==> src/rtl/rca_pkg.sv <==
// Shared types and helpers for the pipelined ripple-carry / ETM adder.
// Latency: n/a (package only).
// Backpressure: n/a (package only).
package rca_pkg;

    // Per-transaction arithmetic mode carried down the pipe with the operands.
    typedef enum logic {
        MODE_EXACT = 1'b0,
        MODE_ETM   = 1'b1
    } mode_e;

    // Number of pipeline stages needed to cover wb bits at seg bits per stage.
    function automatic int rca_nstg(input int wb, input int seg);
        return (wb + seg - 1) / seg;
    endfunction

endpackage

==> src/rtl/rca_segment.sv <==
// One W-bit ripple-carry slice; bits flagged in mask_i are OR-approximated.
// Latency: purely combinational, zero cycles.
// Backpressure: none, the enclosing stage decides when the result is captured.
module rca_segment #(
    parameter int W = 4
) (
    input  logic [W-1:0] a_i,
    input  logic [W-1:0] b_i,
    input  logic [W-1:0] mask_i,
    input  logic         cin_i,
    output logic [W-1:0] sum_o,
    output logic         cout_o
);

    // Ripple through the slice; an approximated bit produces a|b and kills the
    // carry, so the first exact bit above the approximate region starts from 0.
    always_comb begin
        logic c;
        c     = cin_i;
        sum_o = '0;
        for (int i = 0; i < W; i++) begin
            if (mask_i[i]) begin
                sum_o[i] = a_i[i] | b_i[i];
                c        = 1'b0;
            end else begin
                sum_o[i] = a_i[i] ^ b_i[i] ^ c;
                c        = (a_i[i] & b_i[i]) | (c & (a_i[i] ^ b_i[i]));
            end
        end
        cout_o = c;
    end

endmodule

==> src/rtl/rca_pipe_etm.sv <==
// Pipelined ripple-carry adder, SEG bits resolved per stage, optional ETM low part.
// Latency: NSTG cycles from accept to out_valid when the output is not stalled.
// Backpressure: valid/ready per stage; a full pipe with out_ready low drops in_ready.
module rca_pipe_etm
    import rca_pkg::*;
#(
    parameter int WA  = 10,
    parameter int WB  = 11,
    parameter int SEG = 4,
    parameter int APX = 4
) (
    input  logic          clk,
    input  logic          rst_n,
    input  logic          in_valid,
    output logic          in_ready,
    input  logic [WA-1:0] in_a,
    input  logic [WB-1:0] in_b,
    input  logic          in_mode,
    output logic          out_valid,
    input  logic          out_ready,
    output logic [WB-1:0] out_sum,
    output logic          out_cout
);

    localparam int NSTG = rca_nstg(WB, SEG);

    logic [WB-1:0]   a_ext;
    logic [WB-1:0]   apx_mask;
    logic [NSTG-1:0] vld_q;
    logic [NSTG-1:0] vld_d;
    logic [NSTG-1:0] en;
    logic [NSTG-1:0] load;

    assign a_ext = WB'(in_a);

    // Constant mask of the low bits that ETM mode replaces with a|b.
    always_comb begin
        apx_mask = '0;
        for (int i = 0; i < WB; i++) begin
            apx_mask[i] = (i < APX);
        end
    end

    // Ready chain from the output back to the input: a stage can take new
    // data when it is empty or its content moves on this cycle.
    always_comb begin
        logic free;
        free  = out_ready;
        en    = '0;
        load  = '0;
        vld_d = '0;
        for (int k = NSTG - 1; k >= 0; k--) begin
            free  = ~vld_q[k] | free;
            en[k] = free;
        end
        load[0] = in_valid & rst_n & en[0];
        for (int k = 1; k < NSTG; k++) begin
            load[k] = vld_q[k-1] & en[k];
        end
        for (int k = 0; k < NSTG; k++) begin
            vld_d[k] = load[k] | (vld_q[k] & ~en[k]);
        end
    end

    // Stage occupancy flags; reset discards everything in flight.
    always_ff @(posedge clk or negedge rst_n) begin
        if (!rst_n) begin
            vld_q <= '0;
        end else begin
            vld_q <= vld_d;
        end
    end

    assign in_ready = rst_n & en[0];

    for (genvar k = 0; k < NSTG; k++) begin : g_stg
        localparam int LO = k * SEG;
        localparam int HI = ((k + 1) * SEG < WB) ? (k + 1) * SEG : WB;
        localparam int W  = HI - LO;
        localparam int SW = WB - LO;

        // Operand bits still to be added (from bit LO upward), mode and carry-in.
        logic [SW-1:0] src_a;
        logic [SW-1:0] src_b;
        mode_e         src_mode;
        logic          src_cy;
        logic [W-1:0]  seg_mask;
        logic [W-1:0]  seg_sum;
        logic          seg_cout;
        logic [HI-1:0] sum_d;
        logic [HI-1:0] sum_q;
        logic          cy_q;

        if (k == 0) begin : g_src0
            assign src_a    = a_ext;
            assign src_b    = in_b;
            assign src_mode = mode_e'(in_mode);
            assign src_cy   = 1'b0;
            assign sum_d    = seg_sum;
        end else begin : g_srcn
            assign src_a    = g_stg[k-1].g_fwd.ra_q;
            assign src_b    = g_stg[k-1].g_fwd.rb_q;
            assign src_mode = g_stg[k-1].g_fwd.mode_q;
            assign src_cy   = g_stg[k-1].cy_q;
            assign sum_d    = {seg_sum, g_stg[k-1].sum_q};
        end

        assign seg_mask = (src_mode == MODE_ETM) ? apx_mask[HI-1:LO] : '0;

        rca_segment #(
            .W (W)
        ) u_seg (
            .a_i    (src_a[W-1:0]),
            .b_i    (src_b[W-1:0]),
            .mask_i (seg_mask),
            .cin_i  (src_cy),
            .sum_o  (seg_sum),
            .cout_o (seg_cout)
        );

        // Resolved sum bits and carry; the last stage's copy drives the outputs.
        always_ff @(posedge clk or negedge rst_n) begin
            if (!rst_n) begin
                sum_q <= '0;
                cy_q  <= 1'b0;
            end else if (load[k]) begin
                sum_q <= sum_d;
                cy_q  <= seg_cout;
            end
        end

        if (k < NSTG - 1) begin : g_fwd
            localparam int RW = WB - HI;

            logic [RW-1:0] ra_q;
            logic [RW-1:0] rb_q;
            mode_e         mode_q;

            // Unresolved upper operand bits and mode travel on to the next stage.
            always_ff @(posedge clk) begin
                if (load[k]) begin
                    ra_q   <= src_a[SW-1:W];
                    rb_q   <= src_b[SW-1:W];
                    mode_q <= src_mode;
                end
            end
        end
    end

    assign out_valid = vld_q[NSTG-1];
    assign out_sum   = g_stg[NSTG-1].sum_q;
    assign out_cout  = g_stg[NSTG-1].cy_q;

endmodule

==> config.mk <==
export PLATFORM = sky130hd
export DESIGN_NAME = rca_pipe_etm
export DESIGN_NICKNAME = d
export VERILOG_FILES = /design/src/rtl/rca_pkg.sv /design/src/rtl/rca_segment.sv /design/src/rtl/rca_pipe_etm.sv
export SDC_FILE = /design/constraint.sdc
export NUM_CORES = 1
export LEC_CHECK = 0
export ABC_CLOCK_PERIOD_IN_PS = 2100
export CORE_MARGIN = 4
export CORE_UTILIZATION = 46
export DETAILED_ROUTE_END_ITERATION = 8
export GPL_TIMING_DRIVEN = 1
export MAX_ROUTING_LAYER = met4
export PLACE_DENSITY = 0.75
export SLEW_MARGIN = 5
export SYNTH_ARGS = -nofsm -noshare
export SYNTH_HDL_FRONTEND = slang
export SYNTH_SLANG_ARGS = --single-unit
==> constraint.sdc <==
create_clock -name clk -period 2.1 [get_ports clk]
set_input_delay 0.63 -clock clk [delete_from_list [all_inputs] [get_ports clk]]
set_output_delay 0.63 -clock clk [all_outputs]
set_load 0.005 [all_outputs]
Fig. 1: run 1, cell classes on the final placement
Fill, decap, tap and diode cells in grey.
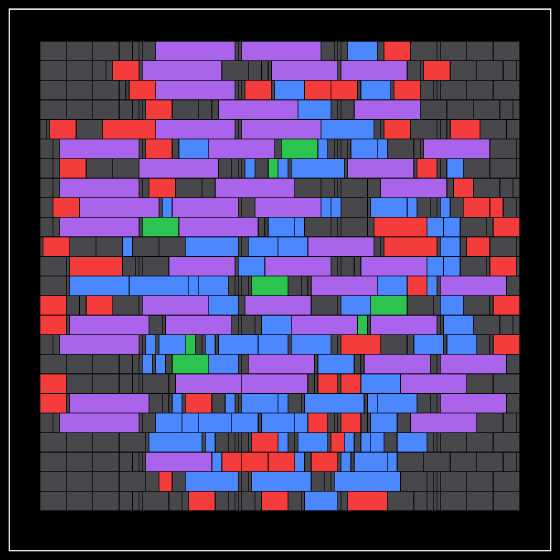
Key: blue = all other logic [cells 86, share of their area 30%]; purple = flip-flops [cells 47, share of their area 47%]; red = other buffers and delay cells [cells 52, share of their area 20%]; green = clock drivers and dummy loads [cells 8, share of their area 3.0%]
num rows: 24
core area: 4350 um^2

Fig. 2: run 1, signal wires by layer
The bar under the picture is 20 um long. Only two layers are drawn.
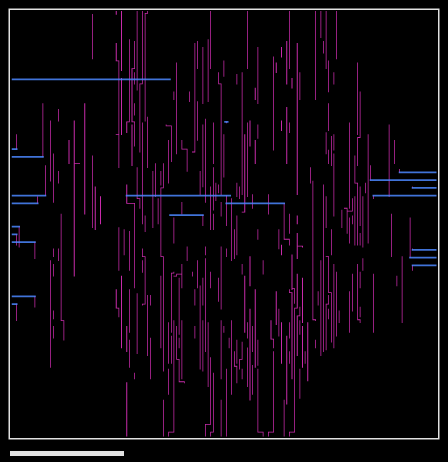
Key: blue = met3 [wire length 133 um]; magenta = met2 [wire length 1950 um]
total number of vias: 1144
detailed-route wire length per cell: 13.7 um
final routed wirelength across all metal layers: 3360 um
global-route usage over all layers: 0.142

Fig. 3: run 1, clock network drawn from the DEF
The bar under the picture is 20 um long.
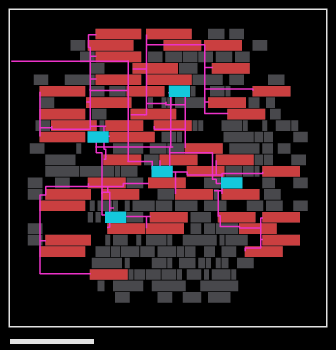
Key: cyan = cells driving clock nets [count 5]; magenta = clock wires [length 484 um]; red = flip-flops [count 47]
There are 6 routed clock nets.

Fig. 4: run 1, clock routing
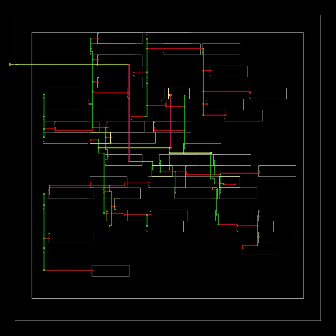
flop count: 47
number of buffers added by the clock tree synthesis step: 5
clock-net power: 0.000494 W
number of sinks on the clock net: 47

==> reports/qor.log, run 1 <==
INFO  global_routing gr-usage-met1=0.150
INFO  yosys          top_cell=sky130_fd_sc_hd__dfrtp_1
INFO  hold_path      min_path_cells=0
INFO  sta            tns_setup=-0.192ns
INFO  yosys          synth_simple_gate_area_share=0.0496
INFO  yosys          biggest_combinational_cell_group_after_synthesis=multiplexers
INFO  global_routing grt_start_max_net_pins=31
INFO  status         failed_checks=negative setup slack
INFO  global_routing global_route_wire_length_before_repair=5580um
INFO  clocking       clock_insertion_delay_worst_skew=0.29ns
INFO  sta            postLayoutSetupSlackWorst=-0.192ns
INFO  yosys          fa_ha_area_frac=0.123
INFO  yosys          syn_inst=136
INFO  setup_path     arrival=2.47ns
INFO  hold_path      hp-class=reg -> reg
INFO  yosys          yosysWarningCount=0
INFO  clocking       cts_tree=done
INFO  sta            final-setup-viol-count=1
INFO  yosys          synth.yosys.chip_area=2070um^2
INFO  yosys          synth_top_area_share=0.351
INFO  detailed_routing drt.antenna.violating_nets=0
INFO  yosys          post_synthesis_sequential_area_ratio=0.612
INFO  yosys          ys_sh_xor=0
INFO  yosys          ff_type=sky130_fd_sc_hd__dfrtp_1
INFO  setup_path     criticalPathCategory=in -> reg
INFO  finish         layout_top_cells_excl_fill_tap=sky130_fd_sc_hd__clkdlybuf4s50_1, sky130_fd_sc_hd__dfrtp_1, sky130_fd_sc_hd__inv_1, sky130_fd_sc_hd__edfxtp_1, sky130_fd_sc_hd__mux2_2
INFO  yosys          mappedNetlistNets=177
INFO  placed_design  placedCellCount=234
INFO  yosys          avgSynthCellArea=15.2um^2
INFO  sta            largest_clock_skew_in_the_final_design=0.00734ns
INFO  finish         ff_latch_area=1270um^2
INFO  detailed_routing routed_via_density=4.67
INFO  pwr            clk_pwr_share=0.206
INFO  floorplanning  floorplan.die.height=75.1um
INFO  sta            post-route-min-period=2.29ns
INFO  detailed_routing route.detailed.drc=0
INFO  clocking       clkSlewWorstSetupHoldPaths=0.08ns
INFO  status         outcome=finished with violations
INFO  pwr            cell_internal_pwr=0.00182W
INFO  global_routing busiest_layer=met2
INFO  setup_path     cp_slowest_stage_delay=0.44ns
INFO  clocking       postCtsSetupRepairBufs=2
INFO  finish         number_of_filler_cells_placed_in_the_layout=325
INFO  finish         signal_buffers=52
INFO  global_routing global_route.usage.met3=0.0454
INFO  clocking       post_cts_resize_count=34
INFO  yosys          cell_area_leaders=sky130_fd_sc_hd__dfrtp_1, sky130_fd_sc_hd__edfxtp_1, sky130_fd_sc_hd__mux2_2
INFO  job            cap_viol_max_count=0
INFO  setup_path     critical_path_required=2.28ns
## run 1: critical path: cells and delay by family
kind                     cells  cell delay [ns]
buffers and inverters        2             0.17
multiplexers                 2             0.32
adder cells (fa/ha/maj)      4             1.12
AND/OR/NAND/NOR              3             0.23
## run 1: per-stage QoR
stage | worst slack [ns] | utilization | power [W] | hold WS [ns] | instance area, um^2
CTS | -0.246 | 0.636 | 0.00243 | 0.417 | 2770
global placement | -0.879 | 0.607 | 0.00189 | 0.404 | 2640
finish | -0.192 | 0.636 | 0.00239 | 0.422 | 2770
detailed placement | -1.00 | 0.607 | 0.00192 | 0.405 | 2640
global route | -0.220 | 0.636 | 0.00255 | 0.427 | 2770
floorplan | -0.383 | - | 0.00154 | 0.334 | 2100
==> inputs of run 2 (changes only) <==
ABC_CLOCK_PERIOD_IN_PS = 2110   (was 2100)
CORE_UTILIZATION = 51   (was 46)
CTS_CLUSTER_SIZE = 30   (was default)
PLACE_DENSITY = 0.79   (was 0.75)
clock period = 2.11 ns   (was 2.1 ns; I/O delays follow)
Fig. 5: run 2, where the registers sit
The bar under the picture is 20 um long.
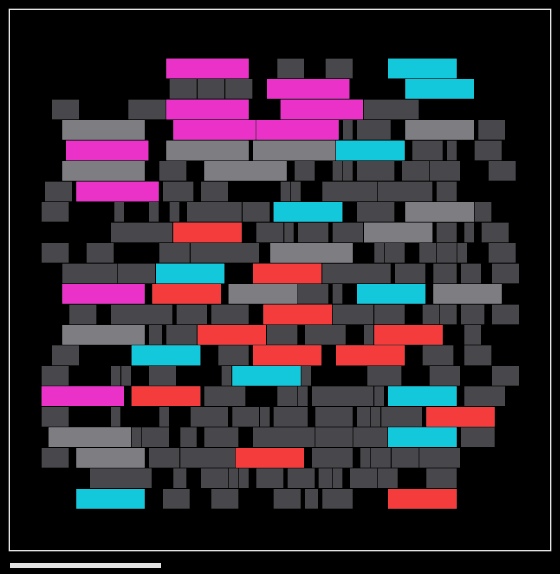
Key: magenta = g_stg.g_fwd.rb_q [placed flops 10]; cyan = out_sum [placed flops 11]; red = g_stg.sum_q [placed flops 12]

Fig. 6: run 2, clock network drawn from the DEF
The bar under the picture is 20 um long.
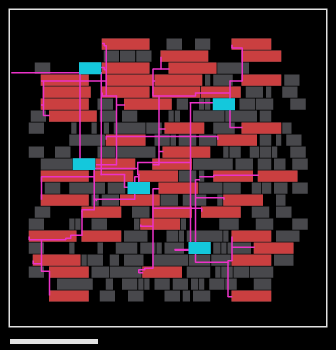
clock-net power: 0.000587 W
largest clock skew in the final design: 0.0107 ns
Clk pwr share: 0.237

==> run 2 against run 1 <==
The flow still finishes with violations (negative setup slack). First-iteration DRC count up 86%. Utilization up 9.1 points. Register-to-register slack better by 0.02 ns. Critical path depth unchanged. Worst setup slack better by 0.030 ns. Worst hold slack worse by 0.091 ns. Via count up 2.5%. Non-clock buffer count down 2. Synthesized area unchanged. Total power up 3.3%. Clock skew up 0.0034 ns. Global-route usage up 1.9 points. Critical path type unchanged. Largest power group unchanged. Highest routed layer unchanged.
==> reports/qor.log, run 2 <==
INFO  yosys          cell_area_leaders=sky130_fd_sc_hd__dfrtp_1, sky130_fd_sc_hd__edfxtp_1, sky130_fd_sc_hd__mux2_2 [unchanged]
INFO  setup_path     critical_path_required=2.30ns [was 2.28 ns]
INFO  global_routing grt_util_all_layers=0.161 [was 0.142]
INFO  global_routing global_route_wire_length_before_repair=5980um [was 5580 um]
INFO  detailed_routing vias=1173 [was 1144]
INFO  finish         numSequentialCells=47 [unchanged]
INFO  yosys          mappedNetlistNets=177 [unchanged]
INFO  detailed_routing drt.antenna.violating_nets=0 [unchanged]
INFO  yosys          top_cell=sky130_fd_sc_hd__dfrtp_1 [unchanged]
INFO  hold_path      hp-class=in -> async [was reg -> reg]
INFO  detailed_routing drt-wirelength-per-cell=15.0um [was 13.7 um]
INFO  yosys          ff_type=sky130_fd_sc_hd__dfrtp_1 [unchanged]
INFO  detailed_routing final_routed_wirelength_across_all_metal_layers=3580um [was 3360 um]
INFO  status         outcome=finished with violations [unchanged]
INFO  yosys          syn_inst=136 [unchanged]
INFO  yosys          fa_ha_area_frac=0.123 [unchanged]
INFO  finish         number_of_filler_cells_placed_in_the_layout=265 [was 325]
INFO  yosys          synth_simple_gate_area_share=0.0496 [unchanged]
INFO  finish         signal_buffers=50 [was 52]
INFO  clocking       clock_sinks=47 [unchanged]
INFO  floorplanning  floorplan.core_area=3800um^2 [was 4350 um^2]
INFO  status         failed_checks=negative setup slack [unchanged]
INFO  clocking       clkSlewWorstSetupHoldPaths=0.09ns [was 0.08 ns]
INFO  setup_path     criticalPathCategory=in -> reg [unchanged]
INFO  yosys          yosysWarningCount=0 [unchanged]
INFO  yosys          post_synthesis_sequential_area_ratio=0.612 [unchanged]
INFO  global_routing gr-usage-met1=0.160 [was 0.150]
INFO  yosys          avgSynthCellArea=15.2um^2 [unchanged]
INFO  sta            tns_setup=-0.162ns [was -0.192 ns]
INFO  yosys          synth_top_area_share=0.351 [unchanged]
INFO  global_routing grt_start_max_net_pins=31 [unchanged]
INFO  pwr            cell_internal_pwr=0.00188W [was 0.00182 W]
INFO  sta            final-setup-viol-count=1 [unchanged]
INFO  placed_design  placedCellCount=230 [was 234]
INFO  sta            postLayoutSetupSlackWorst=-0.162ns [was -0.192 ns]
INFO  placed_design  pre_cts_slack=-0.972ns [was -1.00 ns]
INFO  sta            post-route-min-period=2.27ns
INFO  placed_design  postPlaceCellArea=2610um^2 [was 2640 um^2]
INFO  detailed_routing routed_via_density=4.91 [was 4.67]
INFO  setup_path     arrival=2.47ns [about the same]
INFO  finish         finish.instance_area=2760um^2 [was 2770 um^2]
INFO  floorplanning  row_count=22 [was 24]
Fig. 7: run 2, clock routing
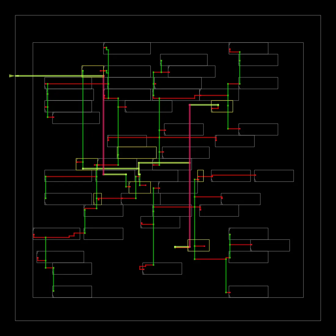
clkbuf count: 6
source-to-sink clock delay at the later pin of the worst-skew pair: 0.30 ns

-- run 2: cell counts after synthesis --
Identical to the previous run, type by type.
-- run 2: worst max-delay path, cell delays in order --
cell                       delay (ns)
sky130_fd_sc_hd__buf_8           0.10
sky130_fd_sc_hd__ha_4            0.16
sky130_fd_sc_hd__nand2b_4        0.06
sky130_fd_sc_hd__fa_2            0.22
sky130_fd_sc_hd__nor2_4          0.04
sky130_fd_sc_hd__fa_2            0.32
sky130_fd_sc_hd__nor2b_4         0.13
sky130_fd_sc_hd__fa_1            0.42
sky130_fd_sc_hd__inv_1           0.07
sky130_fd_sc_hd__mux2i_1         0.06
sky130_fd_sc_hd__mux2_4          0.26
-- run 2: timing repair --
item / 4_1_cts / 5_1_grt
pin swaps: 6 / 4
buffers inserted: 1 / 0
endpoints found under the setup margin: 11 / 12
resized: 31 / 13
==> inputs of run 3 (changes only) <==
GPL_ROUTABILITY_DRIVEN = 1   (was default)
REMOVE_ABC_BUFFERS = 1   (was default)
SKIP_CTS_REPAIR_TIMING = 1   (was default)
Fig. 8: run 3, signal wires by layer
The bar under the picture is 20 um long. Only two layers are drawn.
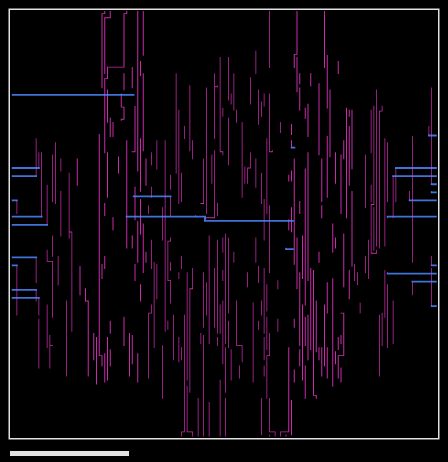
detailed-route wire length per cell: 14.6 um
final routed wirelength across all metal layers: 3460 um

Fig. 9: run 3, cell classes on the final placement
Fill, decap, tap and diode cells in grey.
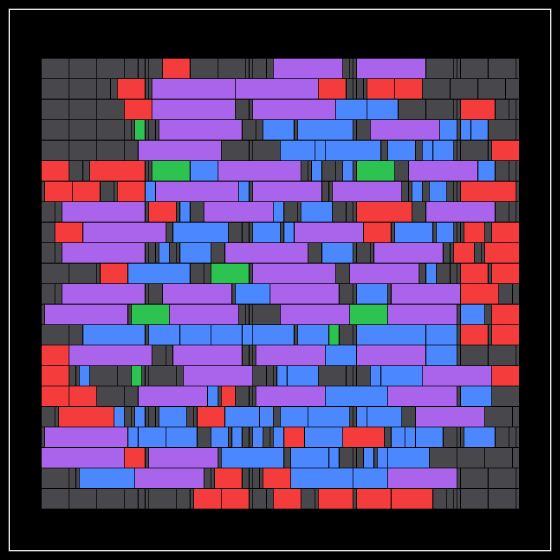
Finished Cell Area: 2760 um^2
core area: 3800 um^2

==> run 3 against run 2 <==
The flow still finishes with violations (negative setup slack). Total power down 3.3%. Maximum frequency down 2.7%. Combinational power up 0.6%. Routed wire length down 3.3%. Die size unchanged. Global-route usage down 1.3 points. Synthesized area unchanged. Worst hold slack better by 0.091 ns. Cell count down 0.84%. Clock power down 14%. Via count down 2.0%. Register-to-register slack worse by 0.03 ns. Critical endpoint unchanged. Largest cell class unchanged. Largest power group unchanged. Highest routed layer unchanged.
==> reports/qor.log, run 3 <==
INFO  setup_path     cp_slowest_stage_delay=0.46ns [was 0.42 ns]
INFO  yosys          cell_area_leaders=sky130_fd_sc_hd__dfrtp_1, sky130_fd_sc_hd__edfxtp_1, sky130_fd_sc_hd__mux2_2 [unchanged]
INFO  yosys          synth_top_area_share=0.351 [unchanged]
INFO  pwr            clk_pwr_share=0.210 [was 0.237]
INFO  status         outcome=finished with violations [unchanged]
INFO  yosys          synth.yosys.chip_area=2070um^2 [unchanged]
INFO  detailed_routing vias=1149 [was 1173]
INFO  setup_path     critical_path_buf_inv_count=2 [unchanged]
INFO  setup_path     crit_path_frequent_cell=sky130_fd_sc_hd__fa_2 [unchanged]
INFO  clocking       cts_tree=done [unchanged]
INFO  sta            post-route-min-period=2.33ns [was 2.27 ns]
INFO  pwr            powerClk=0.000503W [was 0.000587 W]
INFO  hold_path      hp-class=reg -> reg [was in -> async]
INFO  yosys          yosysWarningCount=0 [unchanged]
INFO  finish         ff_latch_area=1270um^2 [unchanged]
INFO  hold_path      min_path_cells=0
INFO  floorplanning  floorplan.die.height=71.7um [unchanged]
INFO  sta            largest_clock_skew_in_the_final_design=0.00344ns [was 0.0107 ns]
INFO  clocking       clock_sinks=47 [unchanged]
INFO  yosys          biggest_combinational_cell_group_after_synthesis=multiplexers [unchanged]
INFO  detailed_routing routed_via_density=4.85 [was 4.91]
INFO  global_routing grt_util_all_layers=0.147 [was 0.161]
INFO  sta            final-setup-viol-count=1 [unchanged]
INFO  detailed_routing route.detailed.drc=0 [unchanged]
INFO  sta            postLayoutSetupSlackWorst=-0.224ns [was -0.162 ns]
INFO  setup_path     timing.critical_path.slowest_stage_cell=sky130_fd_sc_hd__fa_2 [was sky130_fd_sc_hd__fa_1]
INFO  finish         number_of_filler_cells_placed_in_the_layout=242 [was 265]
INFO  yosys          post_synthesis_sequential_area_ratio=0.612 [unchanged]
INFO  status         failed_checks=negative setup slack [unchanged]
INFO  pwr            cell_internal_pwr=0.00182W [was 0.00188 W]
INFO  setup_path     criticalPathCategory=in -> reg [unchanged]
INFO  placed_design  placedCellCount=228 [was 230]
INFO  yosys          fa_ha_area_frac=0.123 [unchanged]
INFO  setup_path     arrival=2.51ns [was 2.47 ns]
Fig. 10: run 3, clock network drawn from the DEF
The bar under the picture is 20 um long.
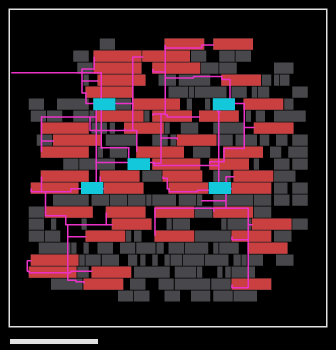
Key: magenta = clock wires [length 494 um]; red = flip-flops [count 47]; cyan = cells driving clock nets [count 5]
There are 6 routed clock nets.

-- run 3: cell types whose count changed in the layout (fill, tap and decap cells not counted), moves of 2 or more --
cell	previous run	this run
sky130_fd_sc_hd__buf_12	2	4
sky130_fd_sc_hd__buf_4	8	4
sky130_fd_sc_hd__dlymetal6s2s_1	1	4
sky130_fd_sc_hd__clkdlybuf4s15_1	2	0
sky130_fd_sc_hd__clkbuf_1	0	3
-- run 3: metal layers --
metal  GRT usage  wire (um)  vias to the layer above
met5           -          0                        -
met4      0.0585         34                        0
met3      0.0295        130                        5
met2       0.245       1920                       25
met1       0.175       1380                      576
li1            -          -                      543
Power and IR drop assume default switching activity.
